Fig. 1: run 1, routing congestion map
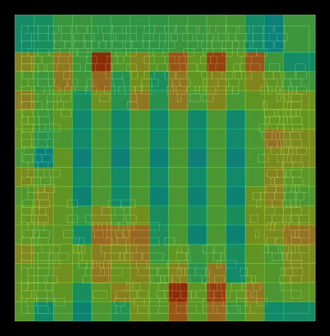
Fig. 2: run 1, gate families picked out
Scale: 4 px per micron.
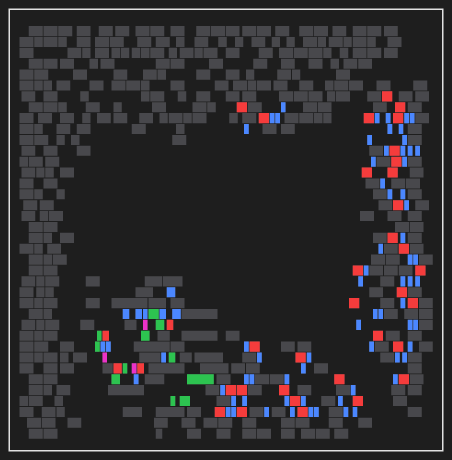
Fig. 3: run 1, close-up of the layout
Window x 34 to 74, y 57 to 97 microns. Cells in grey, sequential cells in the stronger grey; small squares are vias.
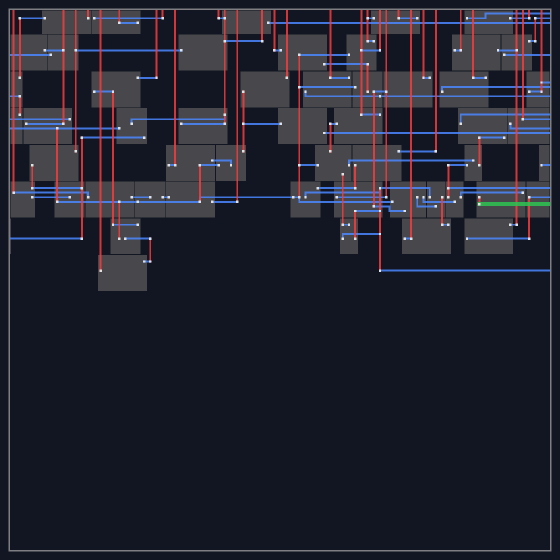
==> src/rtl/mem_port_arbiter_if.sv <==
// Signal bundle between the fetch/data ports, the arbiter and the fixed-latency memory.
// The arbiter takes the slave modport; the pipeline plus memory side takes master.
interface mem_port_arbiter_if;
    // Each port holds *_req and its payload until *_rvalid; *_gnt marks the cycle the
    // access is issued to memory, *_rvalid the single cycle its response is returned.
    logic        if_req;
    logic [31:0] if_addr;
    logic        if_gnt;
    logic        if_rvalid;
    logic [31:0] if_rdata;

    logic        dm_req;
    logic        dm_we;
    logic [31:0] dm_addr;
    logic [31:0] dm_wdata;
    logic [1:0]  dm_wsel;
    logic        dm_gnt;
    logic        dm_rvalid;
    logic [31:0] dm_rdata;

    logic        mem_req;
    logic        mem_we;
    logic [31:0] mem_addr;
    logic [31:0] mem_wdata;
    logic [1:0]  mem_wsel;
    logic [31:0] mem_rdata;

    logic        stall_f;
    logic        stall_m;

    modport slave (
        input  if_req, if_addr,
        input  dm_req, dm_we, dm_addr, dm_wdata, dm_wsel,
        input  mem_rdata,
        output if_gnt, if_rvalid, if_rdata,
        output dm_gnt, dm_rvalid, dm_rdata,
        output mem_req, mem_we, mem_addr, mem_wdata, mem_wsel,
        output stall_f, stall_m
    );

    modport master (
        output if_req, if_addr,
        output dm_req, dm_we, dm_addr, dm_wdata, dm_wsel,
        output mem_rdata,
        input  if_gnt, if_rvalid, if_rdata,
        input  dm_gnt, dm_rvalid, dm_rdata,
        input  mem_req, mem_we, mem_addr, mem_wdata, mem_wsel,
        input  stall_f, stall_m
    );
endinterface

==> src/rtl/mem_port_arbiter.sv <==
// Shares one fixed-latency single-port memory between the fetch and data ports.
// Define ARB_STARVE_GUARD_EN to compile in the fetch starvation guard (starve_cnt).
module mem_port_arbiter #(
    parameter int unsigned MEM_LAT    = 2,
    parameter int unsigned STARVE_MAX = 3
) (
    input  logic              clk,
    input  logic              rst_n,
    mem_port_arbiter_if.slave bus,
    output logic              dbg_state_o
);
    typedef enum logic {
        ST_IDLE = 1'b0,
        ST_BUSY = 1'b1
    } state_e;

    localparam logic [3:0] LAT_LAST = 4'(MEM_LAT);
    localparam logic       OWNER_IF = 1'b0;
    localparam logic       OWNER_DM = 1'b1;

    state_e     state_q, state_d;
    logic       owner_q, owner_d;
    logic [3:0] lat_cnt_q, lat_cnt_d;

    logic any_req;
    logic fetch_prio;
    logic pick_fetch;
    logic if_gnt_c, dm_gnt_c;
    logic if_rvalid_c, dm_rvalid_c;

    assign any_req    = bus.if_req | bus.dm_req;
    // Data is the older instruction, so it wins ties unless fetch has been starved.
    assign pick_fetch = bus.if_req & (~bus.dm_req | fetch_prio);

`ifdef ARB_STARVE_GUARD_EN
    localparam logic [3:0] STARVE_LAST = 4'(STARVE_MAX);

    logic [3:0] starve_cnt_q, starve_cnt_d;

    assign fetch_prio = (starve_cnt_q == STARVE_LAST);

    always_comb begin
        starve_cnt_d = starve_cnt_q;
        if (if_gnt_c) begin
            starve_cnt_d = 4'd0;
        end else if (dm_gnt_c && bus.if_req) begin
            starve_cnt_d = starve_cnt_q + 4'd1;
        end
    end

    always_ff @(posedge clk or negedge rst_n) begin
        if (!rst_n) begin
            starve_cnt_q <= 4'd0;
        end else begin
            starve_cnt_q <= starve_cnt_d;
        end
    end
`else
    // The threshold only matters when the guard is compiled in.
    logic unused_starve_max;
    assign unused_starve_max = |STARVE_MAX;
    assign fetch_prio        = 1'b0;
`endif

    always_comb begin
        state_d     = state_q;
        owner_d     = owner_q;
        lat_cnt_d   = lat_cnt_q;
        if_gnt_c    = 1'b0;
        dm_gnt_c    = 1'b0;
        if_rvalid_c = 1'b0;
        dm_rvalid_c = 1'b0;
        case (state_q)
            ST_IDLE: begin
                if (any_req) begin
                    if_gnt_c  = pick_fetch;
                    dm_gnt_c  = ~pick_fetch;
                    owner_d   = pick_fetch ? OWNER_IF : OWNER_DM;
                    lat_cnt_d = 4'd1;
                    state_d   = ST_BUSY;
                end
            end
            ST_BUSY: begin
                // Response cycle never overlaps a new grant; the count holds until reload.
                if (lat_cnt_q == LAT_LAST) begin
                    if_rvalid_c = (owner_q == OWNER_IF);
                    dm_rvalid_c = (owner_q == OWNER_DM);
                    state_d     = ST_IDLE;
                end else begin
                    lat_cnt_d = lat_cnt_q + 4'd1;
                end
            end
            default: state_d = ST_IDLE;
        endcase
    end

    always_ff @(posedge clk or negedge rst_n) begin
        if (!rst_n) begin
            state_q   <= ST_IDLE;
            owner_q   <= OWNER_IF;
            lat_cnt_q <= 4'd0;
        end else begin
            state_q   <= state_d;
            owner_q   <= owner_d;
            lat_cnt_q <= lat_cnt_d;
        end
    end

    // Every output, including the combinational strobes, is forced low during reset.
    assign bus.if_gnt    = rst_n & if_gnt_c;
    assign bus.dm_gnt    = rst_n & dm_gnt_c;
    assign bus.if_rvalid = rst_n & if_rvalid_c;
    assign bus.dm_rvalid = rst_n & dm_rvalid_c;
    assign bus.if_rdata  = rst_n ? bus.mem_rdata : 32'd0;
    assign bus.dm_rdata  = rst_n ? bus.mem_rdata : 32'd0;

    assign bus.mem_req   = rst_n & (if_gnt_c | dm_gnt_c);
    assign bus.mem_we    = rst_n & dm_gnt_c & bus.dm_we;
    // Address idles on the data port so it toggles less between accesses.
    assign bus.mem_addr  = !rst_n ? 32'd0 : (if_gnt_c ? bus.if_addr : bus.dm_addr);
    assign bus.mem_wdata = rst_n ? bus.dm_wdata : 32'd0;
    assign bus.mem_wsel  = rst_n ? bus.dm_wsel : 2'd0;

    assign bus.stall_f   = rst_n & bus.if_req & ~if_rvalid_c;
    assign bus.stall_m   = rst_n & bus.dm_req & ~dm_rvalid_c;

    assign dbg_state_o   = (state_q == ST_BUSY);
endmodule

==> src/flat_wrapper.sv <==
// flat-port wrapper written by rule: the top's interface ports become plain ports
module mem_port_arbiter_flat 
#(
    parameter int unsigned MEM_LAT    = 2,
    parameter int unsigned STARVE_MAX = 3
)
  (clk, rst_n, dbg_state_o, bus_if_req, bus_if_addr, bus_dm_req, bus_dm_we, bus_dm_addr, bus_dm_wdata, bus_dm_wsel, bus_mem_rdata, bus_if_gnt, bus_if_rvalid, bus_if_rdata, bus_dm_gnt, bus_dm_rvalid, bus_dm_rdata, bus_mem_req, bus_mem_we, bus_mem_addr, bus_mem_wdata, bus_mem_wsel, bus_stall_f, bus_stall_m);
  mem_port_arbiter_if bus_i ();
  input  logic clk;
  input  logic rst_n;
  output logic dbg_state_o;
  input wire logic [$bits(bus_i.if_req)-1:0] bus_if_req;
  input wire logic [$bits(bus_i.if_addr)-1:0] bus_if_addr;
  input wire logic [$bits(bus_i.dm_req)-1:0] bus_dm_req;
  input wire logic [$bits(bus_i.dm_we)-1:0] bus_dm_we;
  input wire logic [$bits(bus_i.dm_addr)-1:0] bus_dm_addr;
  input wire logic [$bits(bus_i.dm_wdata)-1:0] bus_dm_wdata;
  input wire logic [$bits(bus_i.dm_wsel)-1:0] bus_dm_wsel;
  input wire logic [$bits(bus_i.mem_rdata)-1:0] bus_mem_rdata;
  output wire logic [$bits(bus_i.if_gnt)-1:0] bus_if_gnt;
  output wire logic [$bits(bus_i.if_rvalid)-1:0] bus_if_rvalid;
  output wire logic [$bits(bus_i.if_rdata)-1:0] bus_if_rdata;
  output wire logic [$bits(bus_i.dm_gnt)-1:0] bus_dm_gnt;
  output wire logic [$bits(bus_i.dm_rvalid)-1:0] bus_dm_rvalid;
  output wire logic [$bits(bus_i.dm_rdata)-1:0] bus_dm_rdata;
  output wire logic [$bits(bus_i.mem_req)-1:0] bus_mem_req;
  output wire logic [$bits(bus_i.mem_we)-1:0] bus_mem_we;
  output wire logic [$bits(bus_i.mem_addr)-1:0] bus_mem_addr;
  output wire logic [$bits(bus_i.mem_wdata)-1:0] bus_mem_wdata;
  output wire logic [$bits(bus_i.mem_wsel)-1:0] bus_mem_wsel;
  output wire logic [$bits(bus_i.stall_f)-1:0] bus_stall_f;
  output wire logic [$bits(bus_i.stall_m)-1:0] bus_stall_m;
  assign bus_i.if_req = bus_if_req;
  assign bus_i.if_addr = bus_if_addr;
  assign bus_i.dm_req = bus_dm_req;
  assign bus_i.dm_we = bus_dm_we;
  assign bus_i.dm_addr = bus_dm_addr;
  assign bus_i.dm_wdata = bus_dm_wdata;
  assign bus_i.dm_wsel = bus_dm_wsel;
  assign bus_i.mem_rdata = bus_mem_rdata;
  assign bus_if_gnt = bus_i.if_gnt;
  assign bus_if_rvalid = bus_i.if_rvalid;
  assign bus_if_rdata = bus_i.if_rdata;
  assign bus_dm_gnt = bus_i.dm_gnt;
  assign bus_dm_rvalid = bus_i.dm_rvalid;
  assign bus_dm_rdata = bus_i.dm_rdata;
  assign bus_mem_req = bus_i.mem_req;
  assign bus_mem_we = bus_i.mem_we;
  assign bus_mem_addr = bus_i.mem_addr;
  assign bus_mem_wdata = bus_i.mem_wdata;
  assign bus_mem_wsel = bus_i.mem_wsel;
  assign bus_stall_f = bus_i.stall_f;
  assign bus_stall_m = bus_i.stall_m;
  mem_port_arbiter #(.MEM_LAT(MEM_LAT), .STARVE_MAX(STARVE_MAX)) u_core (.clk(clk), .rst_n(rst_n), .bus(bus_i), .dbg_state_o(dbg_state_o));
endmodule
==> config.mk <==
export PLATFORM = sky130hd
export DESIGN_NAME = mem_port_arbiter_flat
export DESIGN_NICKNAME = d
export VERILOG_FILES = /design/src/rtl/mem_port_arbiter_if.sv /design/src/rtl/mem_port_arbiter.sv /design/src/flat_wrapper.sv
export SDC_FILE = /design/constraint.sdc
export NUM_CORES = 1
export LEC_CHECK = 0
export CAP_MARGIN = 10
export CORE_AREA = 2 2 106 108
export CTS_BUF_LIST = sky130_fd_sc_hd__clkbuf_4 sky130_fd_sc_hd__clkbuf_8 sky130_fd_sc_hd__clkbuf_16
export CTS_CLUSTER_SIZE = 25
export DETAILED_ROUTE_END_ITERATION = 8
export DIE_AREA = 0 0 108 110
export GPL_ROUTABILITY_DRIVEN = 0
export PLACE_DENSITY = 0.66
export SLEW_MARGIN = 20
export SYNTH_ARGS = -nofsm -noshare
export SYNTH_HDL_FRONTEND = slang
export SYNTH_SLANG_ARGS = --single-unit
==> constraint.sdc <==
create_clock -name clk -period 3.4 [get_ports clk]
set_clock_uncertainty 0.05 [all_clocks]
set_input_delay 0.68 -clock clk [delete_from_list [all_inputs] [get_ports clk]]
set_output_delay 0.68 -clock clk [all_outputs]
set_load 0.01 [all_outputs]
==> out/metrics.csv, run 1 <==
stage;metric;value;unit
run_status;result of the run;finished clean;
placement;post-placement setup slack;0.131;ns
synth;syn_area_per_cell;6.43;sq um
power;Gate power share;73.0;%
power;highest ir drop seen on vdd;0.000147;V
critical_path;data arrival time at the worst-slack endpoint;2.53;ns
synth;largest non-sequential cell family by area;simple AND/OR/NAND/NOR gates;
critical_path;R2R depth;3;
final_timing;peak clock frequency supported by timing;307;MHz
synth;Synth Area in Adders;1.51;%
critical_path;critical path startpoint category;input port;
final_timing;RSZ-0062 raised after global routing;no;
cells_and_area;final cell count without fillers;627;
drt;total via count after detailed routing;2485;
synth;Post-Synth Simple-Gate Area;49.1;%
drt;detailed-routing iteration count for the pre-antenna-repair pass;4;
clock_tree;insertion delay to the later sink of the worst-skew pair;0.23;ns
synth;Yosys top cell by area;and2_1;
placement;standard cell area after detailed placement;4280;sq um
cells_and_area;filler instances;1073;
clock_tree;CTS tree;done;
synth;Synth area leaders;and2_1, buf_4, nand2_1, a21boi_1, dfrtp_1;
critical_path;Data required, critical path;2.67;ns
power;Lkg Pwr;1.68;nW
global_route;pin count of the biggest net entering global routing;110;
min_path;Hold Path Class;in -> async;
placement;count of buffers from port buffering;273;
power;internal cell power;0.657;mW
final_timing;endpoints failing setup;0;
synth;number of register bits inferred by synthesis;6;
final_timing;hold violation total from the final report;0;
synth;post-synthesis cell count from yosys;258;
cells_and_area;sequential cell area in the final layout;150;sq um
cells_and_area;area of combinational cells with multiple inputs;1140;sq um
synth;syn nets;395;
cells_and_area;net total in the final layout;626;
critical_path;most frequent cell on the critical path;clkdlybuf4s50_1;
clock_tree;clock tree root driver cell;clkbuf_8;
global_route;number of antenna violations at the first check in global routing;0;
clock_tree;post-cts sizing count;0;
floorplan;horizontal die size;108;microns
final_timing;worst-margin pin slew;0.533;ns
power;switching power share of the total;35.8;%
cells_and_area;fraction of layout instances using a drive strength above 1;3.08;%
final_timing;final setup slack of the worst path;0.144;ns
synth;top cell type's share of synthesized area;25.7;%
drt;First DRT Iteration DRCs;71;
critical_path;cells along the critical path;clkdlybuf4s50_1 -> or3b_1 -> buf_12 -> nand2_1 -> a21boi_0 -> clkdlybuf4s50_1;
clock_tree;number of hold-repair buffers added at the cts stage;0;
final_timing;max-slew violation total from the final report;0;
floorplan;die area;11900;sq um
floorplan;Top Ports;274;
floorplan;placeable core region;10700;sq um
job;total number of warnings across the stage logs;29;
clock_tree;CTS buffer count;3;
clock_tree;Clock transition at path regs;0.04;ns
cells_and_area;Synth-to-Final Area Change;160;%
power;sequential fraction of design power;16.2;%
cells_and_area;sequential fraction of total cell area;3.48;%
global_route;total grt overflow;0;
cells_and_area;Flop Count;6;
power;power consumption;1.02;mW
critical_path;start-to-end type of the worst setup path;in -> out;
clock_tree;Clock H-tree levels;1;
synth;Post-synth seq share;9.06;%
Notes on Fig. 1 above:
met1 demand-to-capacity share in global routing: 15.6%
gr usage total: 13.2%
end-of-flow core utilization: 40.4%
average wire per standard cell: 14.0 microns

Notes on Fig. 2 above:
| family | colour | cells | most used |
|---|---|---|---|
| inv cells | magenta | 3 | inv_1 |
| aoi and oai cells | red | 36 | a21boi_1 |
| nor cells | green | 11 | nor2_1 |
| nand cells | blue | 74 | nand2_1 |

Notes on Fig. 3 above:
| layer | colour |
|---|---|
| M2 | red |
| M1 | blue |
| M3 | green |
sequential cells in the window: 0
cells with their middle in the window: 47
most frequent: clkdlybuf4s50_1 (31), and2_1 (10), nand2_1 (4)

[run 1: power by group through the flow]
stage | sequential (mW) | clock [mW] | combinational [mW]
3_3_place_gp | 0.163 | 0 | 0.741
5_1_grt | 0.176 | 0.117 | 0.815
6_report | 0.166 | 0.111 | 0.748
3_5_place_dp | 0.167 | 0 | 0.754
4_1_cts | 0.166 | 0.113 | 0.757
2_1_floorplan | 0.143 | 0 | 0.372
[run 1: cells in the mapped netlist (all sizes together)]
| master | instances |
|---|---|
| a21boi | 32 |
| a21oi | 2 |
| a22o | 2 |
| and2 | 68 |
| and4bb | 1 |
| buf | 41 |
| clkbuf | 10 |
| dfrtp | 6 |
| ha | 2 |
| inv | 3 |
| mux2 | 1 |
| nand2 | 69 |
| nand2b | 2 |
| nand3 | 3 |
| nor2 | 5 |
| nor2b | 2 |
| nor3 | 1 |
| nor3b | 3 |
| o21ai | 1 |
| o22ai | 1 |
| or3b | 2 |
| xnor2 | 1 |
[run 1: per-layer routing]
metal | global-route usage [%] | part of all wire (%)
met5 | 0 | 0
met4 | 1.92 | 0.26
met2 | 24.4 | 52
met3 | 3.64 | 11
met1 | 15.6 | 37
[run 1: worst paths after layout]
path                                          start                   to  slack [ns]
worst max register to register   u_core.dbg_state_o  u_core.lat_cnt_q[0]        1.81
worst min register to register  u_core.lat_cnt_q[1]  u_core.lat_cnt_q[1]        0.54
min in group clk                u_core.lat_cnt_q[1]  u_core.lat_cnt_q[1]        0.54
worst min-delay path                          rst_n       u_core.owner_q        0.39
worst max-delay path                     bus_dm_req      bus_mem_addr[0]        0.14
max in group asynchronous                     rst_n  u_core.lat_cnt_q[2]        2.66
[run 1: sequential cells by signal (all words and copies together), names as in the netlist]
signal / count
u_core.dbg_state_o: 1
u_core.lat_cnt_q: 4
u_core.owner_q: 1
==> run 2, diff against run 1 <==
--- a/config.mk
+++ b/config.mk
@@ -14,2 +14,4 @@
 export GPL_ROUTABILITY_DRIVEN = 0
+export HOLD_SLACK_MARGIN = 0.06
+export MAX_ROUTING_LAYER = met4
 export PLACE_DENSITY = 0.66
==> constraint.sdc (replaced) <==
create_clock -name clk -period 3.4 [get_ports clk]
set_clock_uncertainty 0.05 [all_clocks]
set_input_delay 0.51 -clock clk [delete_from_list [all_inputs] [get_ports clk]]
set_output_delay 0.51 -clock clk [all_outputs]
set_load 0.01 [all_outputs]
Fig. 4: run 2, close-up of the layout
Window x 34 to 74, y 57 to 97 microns. Cells in grey, sequential cells in the stronger grey; small squares are vias.
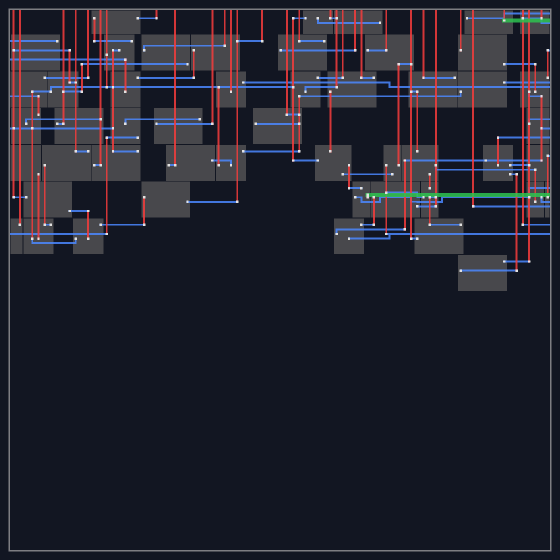
| layer | colour |
|---|---|
| M1 | blue |
| M3 | green |
| M2 | red |
cells with their middle in the window: 46
sequential cells in the window: 0
most frequent: clkdlybuf4s50_1 (26), and2_1 (14), nand2_1 (4)

==> run 2 against run 1 <==
  * First-iteration DRC count is the same
  * Area after synthesis is the same
  * Cell count is the same
  * Register-to-register slack is essentially flat
  * Sequential share of layout area is essentially flat
  * Final area shrank 0.58%
  * Count of clock-buffer cells in the layout is the same
  * Setup slack gained 0.26 ns
  * Wire length is essentially flat
  * Critical endpoint unchanged
==> out/metrics.csv, run 2 <==
stage;metric;value;unit
synth;count of library flops with an enable pin;0;
global_route;global routing usage on met3;2.41;%
cells_and_area;register name with the most flops;u_core.lat_cnt_q;
final_timing;peak clock frequency supported by timing;334;MHz
critical_path;worst setup path endpoint;bus_mem_addr[0];
critical_path;data arrival time at the worst-slack endpoint;2.43;ns
power;Gate power share;73.1;%
drt;First DRT Iteration DRCs;71;
cells_and_area;Synth-to-Final Area Change;159;%
critical_path;capture point of the worst reg-to-reg path;u_core.lat_cnt_q[0];
cells_and_area;flip-flop count of the largest register after layout;4;
synth;top flip-flop cell by instance count after synthesis;dfrtp_1;
min_path;Hold Path Class;in -> async;
cells_and_area;filler instances;1086;
global_route;global-route layer with the greatest usage;met2;
critical_path;origin of the critical flop-to-flop path;u_core.lat_cnt_q[0];
critical_path;Data required, critical path;2.84;ns
placement;count of buffers from port buffering;273;
synth;Synth area leaders;and2_1, buf_4, nand2_1, a21boi_1, dfrtp_1;
global_route;gr usage total;13.2;%
cells_and_area;net total in the final layout;626;
final_timing;max-slew violation total from the final report;0;
synth;FFs w/ async S/R, synth;100;%
critical_path;start-to-end type of the worst setup path;in -> out;
cells_and_area;fraction of layout instances using a drive strength above 1;3.08;%
drt;amount of wire on met2 after detailed routing;4590;microns
clock_tree;clock tree root driver cell;clkbuf_8;
clock_tree;number of hold-repair buffers added at the cts stage;0;
synth;post-synthesis cell count from yosys;258;
final_timing;final setup slack of the worst path;0.409;ns
drt;met1 wire length;3380;microns
run_status;result of the run;finished clean;
critical_path;R2R depth;5;
final_timing;worst slew slack as a fraction of its limit;63.2;%
floorplan;placeable core region;10700;sq um
critical_path;Register-to-Register Setup Slack;1.81;ns
clock_tree;CTS buffer count;3;
floorplan;horizontal die size;108;microns
final_timing;worst-margin pin slew;0.548;ns
final_timing;minimum period implied by the final worst setup slack;2.99;ns
drt;average wire per standard cell;14.0;microns
power;Lkg Pwr;1.67;nW
clock_tree;Clock H-tree levels;1;
critical_path;critical path startpoint category;input port;
drt;Top Layer Used;met4;
power;internal cell power;0.652;mW
power;highest ir drop seen on vdd;0.000149;V
synth;syn nets;395;
power;switching power share of the total;36.0;%
critical_path;source of the critical timing path;bus_dm_req;
clock_tree;Clock transition at path regs;0.03;ns
critical_path;Buf/Inv on CP;3;
global_route;pin count of the biggest net entering global routing;60;
cells_and_area;final cell count without fillers;627;
global_route;met1 demand-to-capacity share in global routing;15.3;%
drt;met3 WL post-DR;815;microns
cells_and_area;commonest cells after routing, fill and taps aside;clkdlybuf4s50_1, nand2_1, and2_1;
job;total number of warnings across the stage logs;27;
placement;post-DP HPWL;7410;microns
global_route;total grt overflow;0;
synth;most repeated cell in the gate-level netlist after synthesis;nand2_1;
final_timing;hold violation total from the final report;0;
floorplan;Top Ports;274;
cells_and_area;area of combinational cells with multiple inputs;1140;sq um
critical_path;most frequent cell on the critical path;clkdlybuf4s50_1;
final_timing;RSZ-0062 raised after global routing;no;
synth;Post-synth seq share;9.06;%
clock_tree;insertion delay to the later sink of the worst-skew pair;0.23;ns
critical_path;cells along the critical path;clkdlybuf4s50_1 -> or3b_1 -> buf_4 -> nand2_1 -> a21boi_0 -> clkdlybuf4s50_1;
clock_tree;CTS tree;done;
synth;top cell type's share of synthesized area;25.7;%
synth;number of register bits inferred by synthesis;6;
final_timing;endpoints failing setup;0;
cells_and_area;sequential cell area in the final layout;150;sq um
power;sequential fraction of design power;16.3;%
synth;list of most frequent post-synthesis cells;nand2_1, and2_1, buf_4, a21boi_1, clkbuf_1;
synth;Yosys top cell by area;and2_1;
global_route;number of antenna violations at the first check in global routing;0;
synth;syn_area_per_cell;6.43;sq um
Fig. 5: run 2, met2 routing
Scale: 2 px per micron.
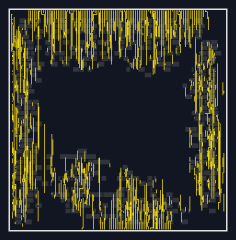
wire length on this layer: 4590 microns
nets with wire on the layer: 533
share of all routed wire: 52%
longest straight run: 66.6 microns
main direction: vertical
total length of routed wires: 8790 microns
met2 track demand over resource in global routing: 24.3%
total via count after detailed routing: 2478

-- run 2: cell count changes in the layout (fill, tap and decap cells not counted) --
cell and change:
buf_4 +2, buf_12 -2
-- run 2: cells by family after synthesis --
group,share of synthesized area [%]
buf+inv,21.9
xor+xnor,0.528
compound gates,17.0
fa+ha+maj,1.51
mux,0.905
flops,9.06
simple gates,49.1
-- run 2: power groups by stage --
stage / clock network [mW] / logic [mW] / registers [mW]
CTS: 0.109 / 0.755 / 0.166
global placement: 0 / 0.736 / 0.163
floorplan: 0 / 0.372 / 0.143
detailed placement: 0 / 0.751 / 0.166
finish: 0.107 / 0.745 / 0.166
global route: 0.112 / 0.806 / 0.175
-- run 2: area by class of cell --
| type | count | share of cell area, % |
|---|---|---|
| clock buffers | 3 | 0.962 |
| inverters | 3 | 0.262 |
| multi-input cells | 198 | 26.7 |
| flip-flops and latches | 6 | 3.50 |
| well taps | 140 | 4.08 |
| repair buffers | 277 | 64.5 |
-- run 2: worst min-delay path by stage --
stage,to,slack [ns],cells past startpoint
after floorplan,u_core.dbg_state_o,0.16,0
after global placement,u_core.lat_cnt_q[3],0.29,1
after detailed placement,u_core.lat_cnt_q[2],0.30,1
after CTS,u_core.lat_cnt_q[2],0.07,1
after global routing,u_core.lat_cnt_q[2],0.07,1
final,u_core.lat_cnt_q[2],0.07,1
-- run 2: metrics by stage --
| stage | power (mW) | area [sq um] | util, % |
|---|---|---|---|
| 2_1_floorplan | 0.515 | 1660 | - |
| 3_3_place_gp | 0.899 | 4250 | 39.7 |
| 3_5_place_dp | 0.917 | 4250 | 39.7 |
| 4_1_cts | 1.03 | 4290 | 40.1 |
| 5_1_grt | 1.09 | 4290 | 40.1 |
| 6_report | 1.02 | 4290 | 40.1 |
==> run 3, diff against run 2 <==
ABC_CLOCK_PERIOD_IN_PS = 3400   (was not set)
Fig. 6: run 3, port wiring
Scale: 4 px per micron.
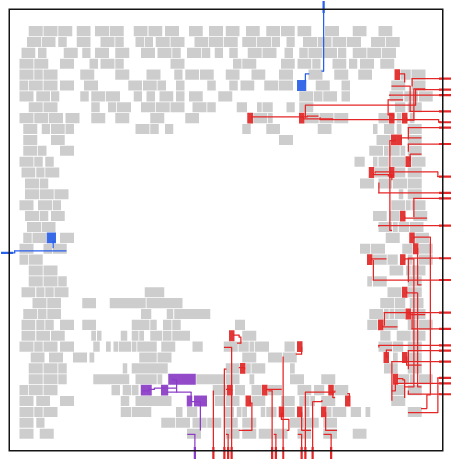
| port | colour | bits | direction | edge | end cells | wire |
|---|---|---|---|---|---|---|
| bus_dm_req | purple | 1 | input | bottom | 6 | 36.6 microns |
| bus_mem_wsel | blue | 2 | output | 1 left, 1 top | 2 | 34.8 microns |
| bus_dm_addr | red | 32 | input | 21 right, 11 bottom | 32 | 807 microns |

==> run 3 against run 2 <==
  * Non-clock buffer count unchanged
  * Maximum frequency is the same
  * Wire length stayed put
  * Highest routed layer unchanged
==> out/metrics.csv, run 3 <==
stage;metric;value;unit
drt;final routed DRC violation total;0;
synth;post-synthesis cell count from yosys;258;
drt;total length of routed wires;8790;microns
critical_path;most frequent cell on the critical path;clkdlybuf4s50_1;
global_route;met2 track demand over resource in global routing;24.3;%
power;Lkg Pwr;1.67;nW
power;sequential fraction of design power;16.3;%
cells_and_area;final antenna diode count;0;
drt;Routed Antenna Nets;0;
critical_path;worst-path fanout max;32;
final_timing;final hold slack;0.0703;ns
synth;cell area after technology mapping;1660;sq um
drt;average wire per standard cell;14.0;microns
floorplan;horizontal die size;108;microns
cells_and_area;commonest cells after routing, fill and taps aside;clkdlybuf4s50_1, nand2_1, and2_1;
final_timing;worst slew slack as a fraction of its limit;63.2;%
clock_tree;number of hold-repair buffers added at the cts stage;0;
drt;First DRT Iteration DRCs;71;
cells_and_area;flip-flop count of the largest register after layout;4;
floorplan;vertical die size;110;microns
clock_tree;post-CTS setup repair buffer count;0;
critical_path;Data required, critical path;2.84;ns
drt;met1 wire length;3380;microns
drt;amount of wire on met2 after detailed routing;4590;microns
floorplan;die area;11900;sq um
clock_tree;sink count of the clock tree;6;
power;power consumption;1.02;mW
floorplan;Top Ports;274;
synth;number of register bits inferred by synthesis;6;
critical_path;data arrival time at the worst-slack endpoint;2.43;ns
cells_and_area;final instance area;4290;sq um
global_route;global routing usage on met3;2.41;%
power;Gate power share;73.1;%
cells_and_area;fraction of layout instances using a drive strength above 1;3.08;%
synth;syn nets;395;
final_timing;peak clock frequency supported by timing;334;MHz
synth;Post-synth seq share;9.06;%
placement;post-DP HPWL;7410;microns
clock_tree;CTS tree;done;
synth;number of different library cells in the post-synthesis netlist;28;
synth;yosys synthesis chip area;1660;sq um
critical_path;type of element capturing the critical path;output port;
synth;list of most frequent post-synthesis cells;nand2_1, and2_1, buf_4, a21boi_1, clkbuf_1;
critical_path;highest cell delay on the worst timing path;0.61;ns
clock_tree;Clock H-tree levels;1;
power;cell area power density;237;nW/um^2
synth;count of library flops with an enable pin;0;
synth;top flip-flop cell by instance count after synthesis;dfrtp_1;
floorplan;Initial Util;15.5;%
global_route;total grt overflow;0;
synth;most repeated cell in the gate-level netlist after synthesis;nand2_1;
final_timing;Final TNS setup;0;ns
placement;count of buffers from port buffering;273;
global_route;pin count of the biggest net entering global routing;60;
synth;top cell type's share of synthesized area;25.7;%
power;internal cell power;0.652;mW
synth;FFs w/ async S/R, synth;100;%
synth;gate count of the mapped netlist;258;
critical_path;critical path's slowest cell;clkdlybuf4s50_1;
final_timing;endpoints failing setup;0;
cells_and_area;net total in the final layout;626;
power;switching power share of the total;36.0;%
drt;met3 WL post-DR;815;microns
clock_tree;CTS buffer count;3;
global_route;number of antenna violations at the first check in global routing;0;
synth;syn_area_per_cell;6.43;sq um
synth;Yosys top cell by area;and2_1;
drt;vias per std cell;3.95;
global_route;gr usage total;13.2;%
final_timing;RSZ-0062 raised after global routing;no;
floorplan;placeable core region;10700;sq um
cells_and_area;end-of-flow core utilization;40.1;%
global_route;met1 demand-to-capacity share in global routing;15.3;%
final_timing;minimum period implied by the final worst setup slack;2.99;ns
cells_and_area;dominant logic cell type in the layout;clkdlybuf4s50_1;
min_path;Hold Path Class;in -> async;
clock_tree;insertion delay to the later sink of the worst-skew pair;0.23;ns
power;highest ir drop seen on vdd;0.000149;V
cells_and_area;Synth-to-Final Area Change;159;%
cells_and_area;register name with the most flops;u_core.lat_cnt_q;
global_route;global-route wire length before repair;12200;microns
drt;detailed-routing iteration count for the pre-antenna-repair pass;4;
global_route;vias in the first global route;2451;
final_timing;hold violation total from the final report;0;
final_timing;share of the clock period used by the worst path after layout;88.0;%
drt;Top Layer Used;met4;
final_timing;max-slew violation total from the final report;0;
clock_tree;CTS max path bufs;2;
critical_path;critical path startpoint category;input port;
synth;number of synthesis warnings;0;
clock_tree;Clock transition at path regs;0.03;ns
floorplan;row count;38;
placement;standard cell area after detailed placement;4250;sq um
critical_path;start-to-end type of the worst setup path;in -> out;
job;total number of warnings across the stage logs;27;
power;proportion of power drawn by the clock network;10.5;%
synth;Synth area leaders;and2_1, buf_4, nand2_1, a21boi_1, dfrtp_1;
clock_tree;clock tree root driver cell;clkbuf_8;
critical_path;Register-to-Register Setup Slack;1.81;ns
final_timing;worst-margin pin slew;0.548;ns
power;Sw Pwr;0.367;mW
drt;total via count after detailed routing;2478;
critical_path;cells along the critical path;clkdlybuf4s50_1 -> or3b_1 -> buf_4 -> nand2_1 -> a21boi_0 -> clkdlybuf4s50_1;
global_route;global-route layer with the greatest usage;met2;
clock_tree;post-cts sizing count;0;
job;tally of max-capacitance violations;0;
run_status;result of the run;finished clean;
Fig. 7: run 3, gate families picked out
Scale: 4 px per micron.
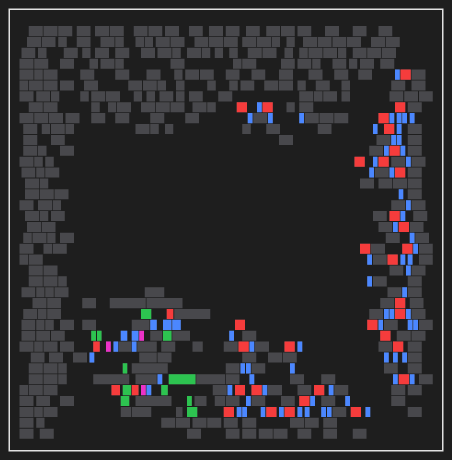
| family | colour | cells | most used |
|---|---|---|---|
| aoi and oai cells | red | 36 | a21boi_1 |
| nand cells | blue | 74 | nand2_1 |
| inv cells | magenta | 3 | inv_1 |
| nor cells | green | 11 | nor2_1 |
combinational share of cell area: 26.7%
final cell count without fillers: 627

==> run 3: final timing paths <==
check                                            to           startpoint  cells past startpoint
worst min register to register  u_core.lat_cnt_q[1]  u_core.lat_cnt_q[1]                      2
worst min-delay path            u_core.lat_cnt_q[2]                rst_n                      1
max in group asynchronous            u_core.owner_q                rst_n                      2
min in group clk                u_core.lat_cnt_q[1]  u_core.lat_cnt_q[1]                      2
worst max register to register  u_core.lat_cnt_q[0]  u_core.lat_cnt_q[0]                      5
worst max-delay path                bus_mem_addr[0]           bus_dm_req                      6
==> run 3: layout make-up <==
type | count | area (sq um)
Clock buffer | 3 | 41.3
Multi-Input combinational cell | 198 | 1140
Inverter | 3 | 11.3
Tap cell | 140 | 175
Fill cell | 1086 | 6400
Sequential cell | 6 | 150
Timing Repair Buffer | 277 | 2770
==> run 3: logic make-up after synthesis <==
group,Yosys count,share of synthesized area [%]
compound gates,38,17.0
xor+xnor,1,0.528
fa+ha+maj,2,1.51
buf+inv,54,21.9
flops,6,9.06
mux,1,0.905
simple gates,156,49.1
==> run 3: metrics by stage <==
| stage | instances | setup WS (ns) |
|---|---|---|
| finish | 627 | 0.409 |
| global route | 627 | 0.266 |
| CTS | 627 | 0.405 |
| detailed placement | 624 | 0.409 |
| global placement | 624 | 0.428 |
| floorplan | 258 | 1.55 |
==> run 3: power groups by stage <==
stage	clock network, mW	logic, mW	registers, mW
floorplan	0	0.372	0.143
global placement	0	0.736	0.163
detailed placement	0	0.751	0.166
CTS	0.109	0.755	0.166
global route	0.112	0.806	0.175
finish	0.107	0.745	0.166
==> run 3: worst max-delay path, delay by kind of cell <==
family | cells | cell delay, ns
buf+inv | 3 | 1.49
simple gates | 2 | 0.25
compound gates | 1 | 0.19
Power figures rest on the tool's default switching activity, not on a simulated workload.
